**config.mk**
```make
export PLATFORM = sky130hd
export DESIGN_NAME = log_norm_stage
export DESIGN_NICKNAME = d
export VERILOG_FILES = /design/src/rtl/log_pe_pkg.sv /design/src/rtl/lod16.sv /design/src/rtl/log_norm_stage.sv
export SDC_FILE = /design/constraint.sdc
export NUM_CORES = 1
export LEC_CHECK = 0
export CAP_MARGIN = 20
export CORE_MARGIN = 2
export CORE_UTILIZATION = 50
export CTS_CLUSTER_DIAMETER = 200
export CTS_CLUSTER_SIZE = 12
export DETAILED_ROUTE_END_ITERATION = 8
export PLACE_DENSITY = 0.78
export SETUP_SLACK_MARGIN = 0.3
export SLEW_MARGIN = 25
export SYNTH_ARGS = -nofsm -noshare
export SYNTH_HDL_FRONTEND = slang
export SYNTH_SLANG_ARGS = --single-unit
```
**constraint.sdc**
```tcl
create_clock -name clk -period 2.5 [get_ports clk]
set_input_delay 0.375 -clock clk [delete_from_list [all_inputs] [get_ports clk]]
set_output_delay 0.375 -clock clk [all_outputs]
set_load 0.02 [all_outputs]
```
**src/rtl/log_pe_pkg.sv**
```systemverilog
// Shared types and widths for the 16b fractional log-domain PE.
// Optional feature macro: LOG_NORM_SIGNED_EN (two's complement operands, sign tracked).
package log_pe_pkg;

  localparam int unsigned DATA_W = 16;
  localparam int unsigned OFF_W  = 4;
  localparam int unsigned FRAC_W = DATA_W - 1;

  // Normalised operand as held in the output stage and seen by the log adder
  typedef struct packed {
    logic              sign;
    logic              is_zero;
    logic [OFF_W-1:0]  shift_offset;
    logic [FRAC_W-1:0] frac_norm;
  } log_norm_t;

  // Two's complement magnitude; the most negative value maps onto itself (0x8000)
  function automatic logic [DATA_W-1:0] abs_val(input logic [DATA_W-1:0] x);
    return x[DATA_W-1] ? DATA_W'(~x + DATA_W'(1)) : x;
  endfunction

endpackage

```
**src/rtl/lod16.sv**
```systemverilog
// Combinational 16-bit leading-one detector.
// pos_c is the index of the most significant set bit (0 for a zero input); zero_c flags an all-zero input.
module lod16
  import log_pe_pkg::*;
(
  input  logic [DATA_W-1:0] data,
  output logic [OFF_W-1:0]  pos_c,
  output logic              zero_c
);

  // Priority scan upward so the highest set bit wins
  always_comb begin
    pos_c = '0;
    for (int i = 0; i < int'(DATA_W); i++) begin
      if (data[i]) pos_c = OFF_W'(i);
    end
  end

  // All-zero flag
  assign zero_c = ~|data;

endmodule

```
**src/rtl/log_norm_stage.sv**
```systemverilog
// Upstream normaliser for the log-domain PE: leading-one detect plus fraction
// alignment, with a settle cycle so the registered log-offset LUT fed by
// shift_offset is aligned with the fields when out_vld rises.
// Optional feature macro: LOG_NORM_SIGNED_EN (in_data is two's complement,
// detection runs on |in_data|, sign is registered with the operand).
module log_norm_stage
  import log_pe_pkg::*;
(
  input  logic              clk,
  input  logic              rst_n,
  input  logic              in_vld,
  output logic              in_rdy,
  input  logic [DATA_W-1:0] in_data,
  output logic [OFF_W-1:0]  shift_offset,
  output logic [FRAC_W-1:0] frac_norm,
  output logic              is_zero,
  output logic              sign,
  output logic              out_vld,
  input  logic              out_rdy
);

  // Stage A: captured raw operand
  logic              a_vld;
  logic [DATA_W-1:0] a_data;

  // Stage B: held normalised operand
  logic              b_vld;
  logic              b_settled;
  log_norm_t         b_q;

  // Handshake terms
  logic              in_fire;
  logic              out_fire;
  logic              b_load;

  // Normaliser datapath on stage A
  logic              a_sign;
  logic [DATA_W-1:0] a_mag;
  logic [OFF_W-1:0]  lod_pos;
  logic              lod_zero;
  log_norm_t         nrm;

`ifdef LOG_NORM_SIGNED_EN
  // Signed operands: detect on the magnitude, keep the sign bit alongside
  assign a_sign = a_data[DATA_W-1];
  assign a_mag  = abs_val(a_data);
`else
  // Unsigned operands: the word is the magnitude
  assign a_sign = 1'b0;
  assign a_mag  = a_data;
`endif

  lod16 u_lod (
    .data   (a_mag),
    .pos_c  (lod_pos),
    .zero_c (lod_zero)
  );

  // Shift the leading one out of the top and keep the bits below it, MSB-aligned
  always_comb begin
    nrm              = '0;
    nrm.sign         = a_sign;
    nrm.is_zero      = lod_zero;
    nrm.shift_offset = lod_pos;
    nrm.frac_norm    = FRAC_W'(a_mag << (OFF_W'(DATA_W - 1) - lod_pos));
  end

  // Handshake: B only presents after its settle cycle; A drains into B whenever B frees up
  assign out_vld  = b_vld && b_settled;
  assign out_fire = out_vld && out_rdy;
  assign b_load   = a_vld && (!b_vld || out_fire);
  assign in_rdy   = !a_vld || b_load;
  assign in_fire  = in_vld && in_rdy;

  // Stage A capture register
  always_ff @(posedge clk or negedge rst_n) begin
    if (!rst_n) begin
      a_vld  <= 1'b0;
      a_data <= '0;
    end else if (in_fire) begin
      a_vld  <= 1'b1;
      a_data <= in_data;
    end else if (b_load) begin
      a_vld  <= 1'b0;
    end
  end

  // Stage B hold register; a fresh load spends one cycle unsettled while the LUT registers shift_offset
  always_ff @(posedge clk or negedge rst_n) begin
    if (!rst_n) begin
      b_vld     <= 1'b0;
      b_settled <= 1'b0;
      b_q       <= '0;
    end else if (b_load) begin
      b_vld     <= 1'b1;
      b_settled <= 1'b0;
      b_q       <= nrm;
    end else if (out_fire) begin
      b_vld     <= 1'b0;
      b_settled <= 1'b0;
    end else if (b_vld) begin
      b_settled <= 1'b1;
    end
  end

  // Outputs come straight from the stage B register
  assign shift_offset = b_q.shift_offset;
  assign frac_norm    = b_q.frac_norm;
  assign is_zero      = b_q.is_zero;
  assign sign         = b_q.sign;

endmodule

```
Run 1, pin map:
Pins as bars across the die edge, other pins in grey.
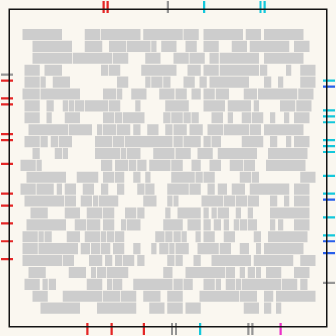
- red: in_data (pins 16; direction input; edge 11 west, 3 south, 2 north)
- blue: shift_offset (pins 4; direction output; edge east)
- cyan: frac_norm (pins 15; direction output; edge 11 east, 3 north, 1 south)
- magenta: sign (pins 1; direction output; edge south)
- all pins by edge: 16 east, 12 west, 9 south, 6 north

Run 1, the metal 3 layer:
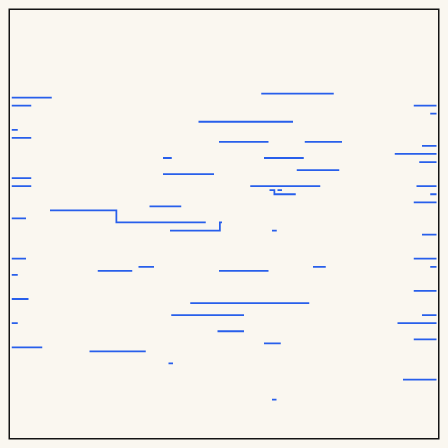
- wire length on this layer: 272 um
- main direction: horizontal

==> flow_summary.yaml, run 1 <==
# physical design summary
grt:
  grt_max_degree: 40
  grt_pass1_vias: 2139
  met2_usage_pct: 41.4
  busiest_layer: "met2"
  grt_pass1_wl_um: 10700
  gr-usage-all-layers_pct: 26.2
  grt_antenna_before_repair: 0
pwr:
  p_per_area_nw_per_um2: 1210
  power.group.top: "combinational cells"
  pg_comb_mw: 2.20
  vdd_drop_max_v: 0.000604
  p_seq_mw: 1.09
  switching_share_pct: 42.2
  internal_power_mw: 2.22
  clockPowerShare_pct: 14.3
  p_leak_nw: 1.29
  p_switching_mw: 1.62
  finalPower_mw: 3.84
  p_clk_mw: 0.549
run_status:
  status: "finished, final reports clean"
floorplan:
  io_pins: 43
  die_y_um: 72.2
  design.core.area_um2: 4410
  die_area_um2: 5220
  fp_util_pct: 52.7
  taps: 52
clock_network:
  clk_latency_ns: 0.30
  cts_max_level: 2
  cts_buffers: 5
  cts.sinks: 39
  cts-root-buf: "clkbuf_8"
  cts_setup_buffers: 6
  cts_max_path_buffers: 2
  cts_resized: 7
  cts_tree: "built"
  cts-hold-fix-buffers: 0
placement:
  place_ws_ns: 0.117
  dp_hpwl_um: 4620
  gp_congestion: 0.977
  port_buffers: 41
layout:
  buffers: 69
  seq_share_pct: 30.7
  lay_top_count: "clkdlybuf4s50_1"
  regMostFlops: "a_data"
  fin_cells: 368
  nNonClkInverters: 6
  nMultiInputCombCells: 194
  diodes: 0
  area_growth_pct: 36.3
  clockNetworkAreaShare_pct: 3.71
  sh_comb_area_pct: 43.3
  area_share_nonclk_buffers_pct: 19.5
  n_clock_buffer: 6
  fillers: 363
  drive_above_1_share_pct: 27.2
  flops: 39
  nets: 335
  dominant_cells: "multi-input combinational cells"
  fin_util_pct: 71.9
  lay_top_cells: "clkdlybuf4s50_1, dfrtp_1, nand2_1"
  postLayoutCellArea_um2: 3170
  flop_area_um2: 976
worst_setup_path:
  cp.depth: 6
  crit_arrival_ns: 2.39
  crit_type: "reg -> reg"
  rr_startpoint: "a_data[11]"
  slowest_stage: "a311o_1"
  r2r_cells: 6
  startpoint: "a_data[11]"
  start_kind: "flop"
  path_delay_family: "AND-OR/OR-AND gates"
  crit_buf_inv: 0
  cp_max_fo: 7
  slowest_delay_ns: 0.41
  crit_required_ns: 2.68
  r2r_end: "frac_norm[6]"
  r2r_slack_ns: 0.29
logic_synthesis:
  compound_area_share_pct: 25.3
  syn-cell-area_um2: 2330
  synth_nets: 276
  syn_area_per_cell_um2: 9.10
  synth-main-ff-cell: "dfrtp_1"
  top_cell_area_share_pct: 41.9
  muxShareOfSynthArea_pct: 9.35
  synth.cellmix.xorXnorShare_pct: 0
  logic_family: "AND-OR/OR-AND gates"
  ys_seq_share_pct: 41.9
  yosys_area_um2: 2330
  yosys.area.top_type: "dfrtp_1"
  synthTopCellsByArea: "dfrtp_1, mux2_2, nand2_1, o21ai_0, a21oi_1"
  ys_sh_adder_pct: 0
  ys_ff: 39
  synthTopCellsByCount: "dfrtp_1, nand2_1, o21ai_0"
  yosysWarnings: 0
  edf_count: 0
  most_common_cell: "dfrtp_1"
  yosysUniqueCellTypes: 56
drt:
  vias: 2246
  wl_per_cell_um: 17.4
  met3_length_um: 272
  drt-met1-wl_um: 2860
  first_pass_iters: 4
  wl_met2_um: 3160
  via_per_inst: 6.10
  drt_wl_total_um: 6420
  route.detailed.drc: 0
  route.antenna.remaining_nets: 0
job:
  warnings: 27
  drv_cap: 0
sta:
  whs_ns: 0.163
  fin_skew_ns: 0.00672
  relSlewSlack_pct: 45.3
  max_freq_mhz: 453
  worst_pin_slew_ns: 0.821
  finalClockPeriodUsage_pct: 88.4
  setup_tns_ns: 0
  min_period_ns: 2.21
  setup-violations-final: 0
  fin_ws_ns: 0.291
  maxSlewViolCount: 0
hold_path:
  hp-class: "in -> async"
Run 1, congestion heat map:
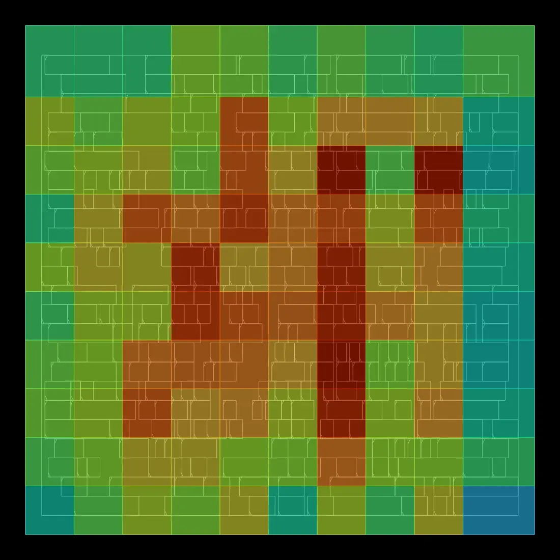
met1 Track Usage GR: 36.1%
GR Util met3: 3.61%

Run 1, routed metal, one colour a layer:
Two of the layers only.
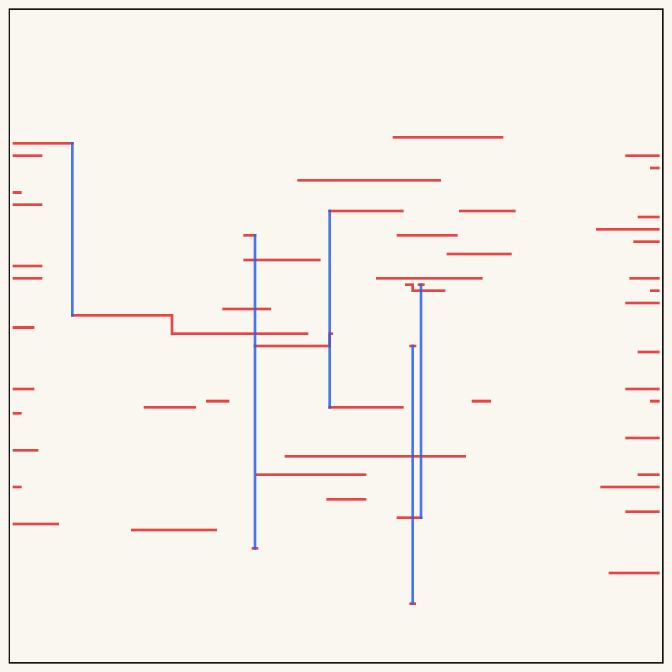
- blue: metal 4 (wire length 130 um)
- red: metal 3 (wire length 272 um)

==> run 2, diff against run 1 <==
ABC_AREA = 1   (was default)
CORE_MARGIN = 1   (was 2)
CTS_CLUSTER_SIZE = default   (was 12)
Run 2, the metal 3 layer:
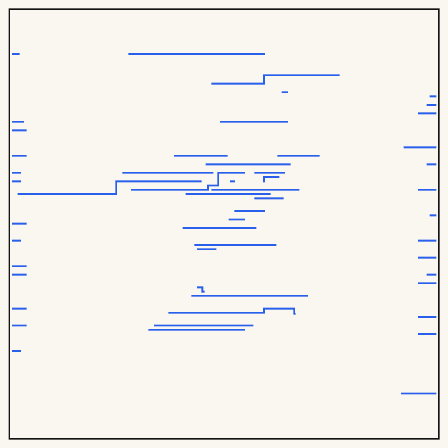
- share of all routed wire: 7.2%
- main direction: horizontal
- longest straight run: 21.6 um

==> run 2 against run 1 <==
Non-clock buffer count is 23 lower; hold slack better by 0.024 ns; power is 1.2% higher; critical path type unchanged; routed wire length is 24% lower; flip-flop count unchanged; cell count grew 3.8%; synthesized cell count increased by 15%.
==> flow_summary.yaml, run 2 <==
# physical design summary
run_status:
  status: "finished, final reports clean"
job:
  drv_cap: 0
  warnings: 26
sta:
  setup_tns_ns: 0
  fin_skew_ns: 0.00700
  relSlewSlack_pct: 44.7
  max_freq_mhz: 515
  min_period_ns: 1.94
  finalClockPeriodUsage_pct: 77.7
  setup-violations-final: 0
  fin_ws_ns: 0.557
  whs_ns: 0.187
  maxSlewViolCount: 0
  worst_pin_slew_ns: 0.829
worst_setup_path:
  r2r_end: "frac_norm[13]"
  crit_arrival_ns: 2.11
  start_kind: "flop"
  crit_buf_inv: 1
  slowest_delay_ns: 0.37
  rr_startpoint: "a_data[5]"
  r2r_slack_ns: 0.56
  r2r_cells: 12
  slowest_stage: "dfrtp_1"
  path_delay_family: "simple AND/OR/NAND/NOR gates"
  crit_type: "reg -> reg"
  cp.depth: 12
  cp_max_fo: 16
layout:
  nMultiInputCombCells: 216
  lay_top_count: "nand3_1"
  regMostFlops: "a_data"
  fin_util_pct: 65.8
  nNonClkInverters: 25
  seq_share_pct: 36.0
  lay_top_cells: "nand3_1, nand2_1, dfrtp_1, clkdlybuf4s50_1, nor2_1"
  postLayoutCellArea_um2: 2710
  area_share_nonclk_buffers_pct: 16.4
  dominant_cells: "multi-input combinational cells"
  fin_cells: 382
  buffers: 46
  diodes: 0
  flop_area_um2: 976
  drive_above_1_share_pct: 8.43
  flops: 39
  clockNetworkAreaShare_pct: 2.68
  fillers: 364
  nets: 353
logic_synthesis:
  synth-main-ff-cell: "dfrtp_1"
  synthTopCellsByArea: "dfrtp_1, nand3_1, nand2_1, nor2_1, a21oi_1"
  ys_ff: 39
  yosys_area_um2: 2220
  syn_area_per_cell_um2: 7.54
  edf_count: 0
  ys_seq_share_pct: 44.0
  top_cell_area_share_pct: 44.0
  most_common_cell: "nand3_1"
  yosysUniqueCellTypes: 25
  muxShareOfSynthArea_pct: 0
  synth.cellmix.xorXnorShare_pct: 0
  synthTopCellsByCount: "nand3_1, nand2_1, dfrtp_1"
  compound_area_share_pct: 7.51
  logic_family: "simple AND/OR/NAND/NOR gates"
  synth_nets: 314
  syn-cell-area_um2: 2220
  ys_sh_adder_pct: 0
  yosys.area.top_type: "dfrtp_1"
grt:
  grt_max_degree: 40
  grt_antenna_before_repair: 0
  grt_pass1_vias: 1780
  busiest_layer: "met2"
  grt_pass1_wl_um: 8270
  gr-usage-met3_pct: 5.59
  met2_usage_pct: 35.4
  met1_usage_pct: 33.9
pwr:
  p_switching_mw: 1.86
  pg_comb_mw: 2.36
  finalPower_mw: 3.88
  internal_power_mw: 2.02
  p_per_area_nw_per_um2: 1430
  vdd_drop_max_v: 0.000641
  switching_share_pct: 47.9
  clockPowerShare_pct: 9.8
  p_seq_mw: 1.14
  power.group.top: "combinational cells"
  p_clk_mw: 0.381
clock_network:
  cts_max_path_buffers: 2
  cts-root-buf: "clkbuf_8"
  clk_latency_ns: 0.29
  cts_max_level: 2
  cts_buffers: 5
  cts_tree: "built"
  cts-hold-fix-buffers: 0
  cts.sinks: 39
  cts_resized: 0
floorplan:
  io_pins: 43
  die_area_um2: 4700
  design.core.area_um2: 4120
  taps: 50
  die_y_um: 68.6
  fp_util_pct: 53.9
drt:
  drt-met1-wl_um: 2220
  vias: 2051
  first_pass_iters: 4
  wl_per_cell_um: 12.7
  route.detailed.drc: 0
  via_per_inst: 5.37
  wl_met2_um: 2200
placement:
  dp_hpwl_um: 3600
  gp_congestion: 0.981
  port_buffers: 41
  place_ws_ns: 0.375
hold_path:
  hp-class: "in -> async"
Run 2, routed metal, one colour a layer:
Two of the layers only.
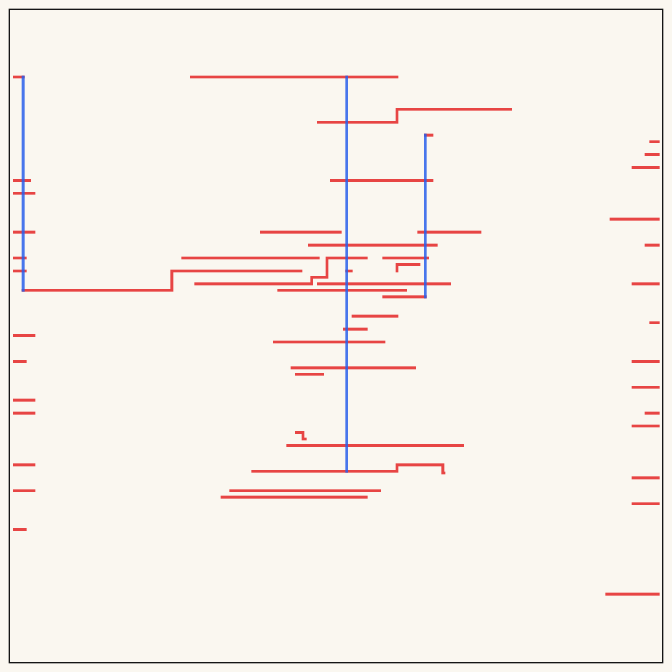
- blue: metal 4 (wire length 80.9 um)
- red: metal 3 (wire length 350 um)

==> run 3, diff against run 2 <==
CORE_UTILIZATION = 47   (was 50)
PLACE_DENSITY = 0.77   (was 0.78)
clock period = 1.75 ns   (was 2.5 ns; I/O delays follow)
Run 3, congestion heat map:
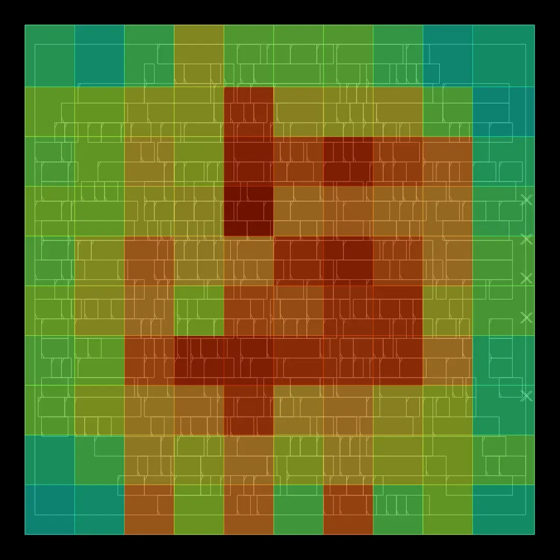
drt wl/cell: 15.3 um
M2 GR Usage: 37.6%
grt peak-use layer: met2

==> run 3 against run 2 <==
The run now ends with design-rule violations, negative setup slack left; global-route usage fell by 1.0 points; cell area rose by 22%; die area rose by 6.2%; sequential share of layout area fell by 6.4 points; clock-buffer cell count rose by 2; critical endpoint is now frac_norm[12]; setup slack got worse by 0.72 ns; utilization rose by 8.4 points; sequential power rose by 42%; hold slack improved by 0.26 ns; critical path type unchanged.
==> flow_summary.yaml, run 3 <==
# physical design summary
run_status:
  status: "complete, but fails checks"
  violations: "design-rule violations, negative setup slack"
floorplan:
  fp_util_pct: 49.9
  die_y_um: 70.7
  taps: 52
  die_area_um2: 5000
  io_pins: 43
  design.core.area_um2: 4440
drt:
  route.antenna.remaining_nets: 0
  drt-met1-wl_um: 2670
  met3_length_um: 382
  wl_met2_um: 3110
  drt_wl_total_um: 6330
  via_per_inst: 5.65
  route.detailed.drc: 10
  vias: 2340
  first_pass_iters: 7
worst_setup_path:
  rr_startpoint: "a_data[1]"
  startpoint: "a_data[1]"
  cp.depth: 17
  r2r_cells: 17
  slowest_delay_ns: 0.39
  cp_max_fo: 5
  r2r_slack_ns: -0.16
  slowest_stage: "dfrtp_1"
  crit_required_ns: 1.93
  crit_type: "reg -> reg"
  crit_buf_inv: 1
  path_delay_family: "simple AND/OR/NAND/NOR gates"
  r2r_end: "frac_norm[12]"
  crit_arrival_ns: 2.09
logic_synthesis:
  syn-cell-area_um2: 2220
  edf_count: 0
  yosys_area_um2: 2220
  compound_area_share_pct: 7.51
  synthTopCellsByCount: "nand3_1, nand2_1, dfrtp_1"
  most_common_cell: "nand3_1"
  yosys.area.top_type: "dfrtp_1"
  synthTopCellsByArea: "dfrtp_1, nand3_1, nand2_1, nor2_1, a21oi_1"
  ys_ff: 39
  ys_sh_adder_pct: 0
  yosysUniqueCellTypes: 25
  synth-main-ff-cell: "dfrtp_1"
  top_cell_area_share_pct: 44.0
  synth.cellmix.xorXnorShare_pct: 0
  ys_seq_share_pct: 44.0
  syn_area_per_cell_um2: 7.54
  muxShareOfSynthArea_pct: 0
  synth_nets: 314
sta:
  relSlewSlack_pct: 66.3
  fin_ws_ns: -0.162
  setup-violations-final: 15
  min_period_ns: 1.91
  whs_ns: 0.445
  worst_pin_slew_ns: 0.505
  max_freq_mhz: 523
  rsz0062_at_grt: "true"
  setup_tns_ns: -1.33
  fin_skew_ns: 0.00365
  maxSlewViolCount: 0
  finalClockPeriodUsage_pct: 109
clock_network:
  cts_max_level: 2
  cts-root-buf: "clkbuf_8"
  cts-hold-fix-buffers: 1
  clk_latency_ns: 0.29
  cts_buffers: 5
  cts_tree: "built"
  cts_setup_buffers: 5
  cts_max_path_buffers: 2
  cts_resized: 40
  cts.sinks: 39
layout:
  nMultiInputCombCells: 217
  flop_area_um2: 976
  diodes: 0
  fin_cells: 414
  clockNetworkAreaShare_pct: 3.03
  largest_reg_flops: 16
  nets: 381
  lay_top_count: "nand2_1"
  n_clock_buffer: 8
  seq_share_pct: 29.6
  postLayoutCellArea_um2: 3300
  flops: 39
  dominant_cells: "multi-input combinational cells"
  buffers: 73
  fillers: 324
  sh_comb_area_pct: 41.1
  lay_top_cells: "nand2_1, nand3_1, dfrtp_1"
  fin_util_pct: 74.2
  nNonClkInverters: 25
  drive_above_1_share_pct: 31.2
  regMostFlops: "a_data"
  area_share_nonclk_buffers_pct: 21.4
placement:
  port_buffers: 41
  dp_hpwl_um: 3940
  gp_congestion: 0.921
  place_ws_ns: -0.114
grt:
  gr-usage-all-layers_pct: 22.9
  gr-usage-met3_pct: 4.84
  met1_usage_pct: 30.0
  grt_pass1_wl_um: 9050
  grt_max_degree: 34
  grt_antenna_before_repair: 0
  grt_pass1_vias: 2058
  grt_overflow: 0
pwr:
  switching_share_pct: 49.0
  p_seq_mw: 1.62
  vdd_drop_max_v: 0.000996
  finalPower_mw: 6.87
  power.group.top: "combinational cells"
  p_clk_mw: 0.670
  p_switching_mw: 3.37
  p_leak_nw: 1.57
  clockPowerShare_pct: 9.7
  internal_power_mw: 3.51
  pg_comb_mw: 4.58
job:
  warnings: 29
hold_path:
  hp-class: "in -> async"
Run 3, pin map:
Pins as bars across the die edge, other pins in grey.
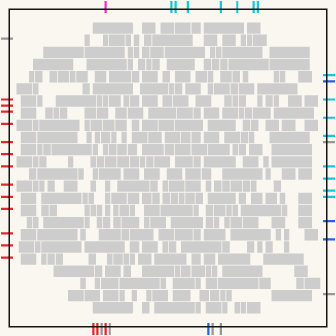
- red: in_data (pins 16; direction input; edge 13 west, 3 south)
- magenta: sign (pins 1; direction output; edge north)
- cyan: frac_norm (pins 15; direction output; edge 8 east, 7 north)
- blue: shift_offset (pins 4; direction output; edge 3 east, 1 south)
- all pins by edge: 14 west, 13 east, 8 north, 8 south

Power is estimated from default activity; no workload was simulated.
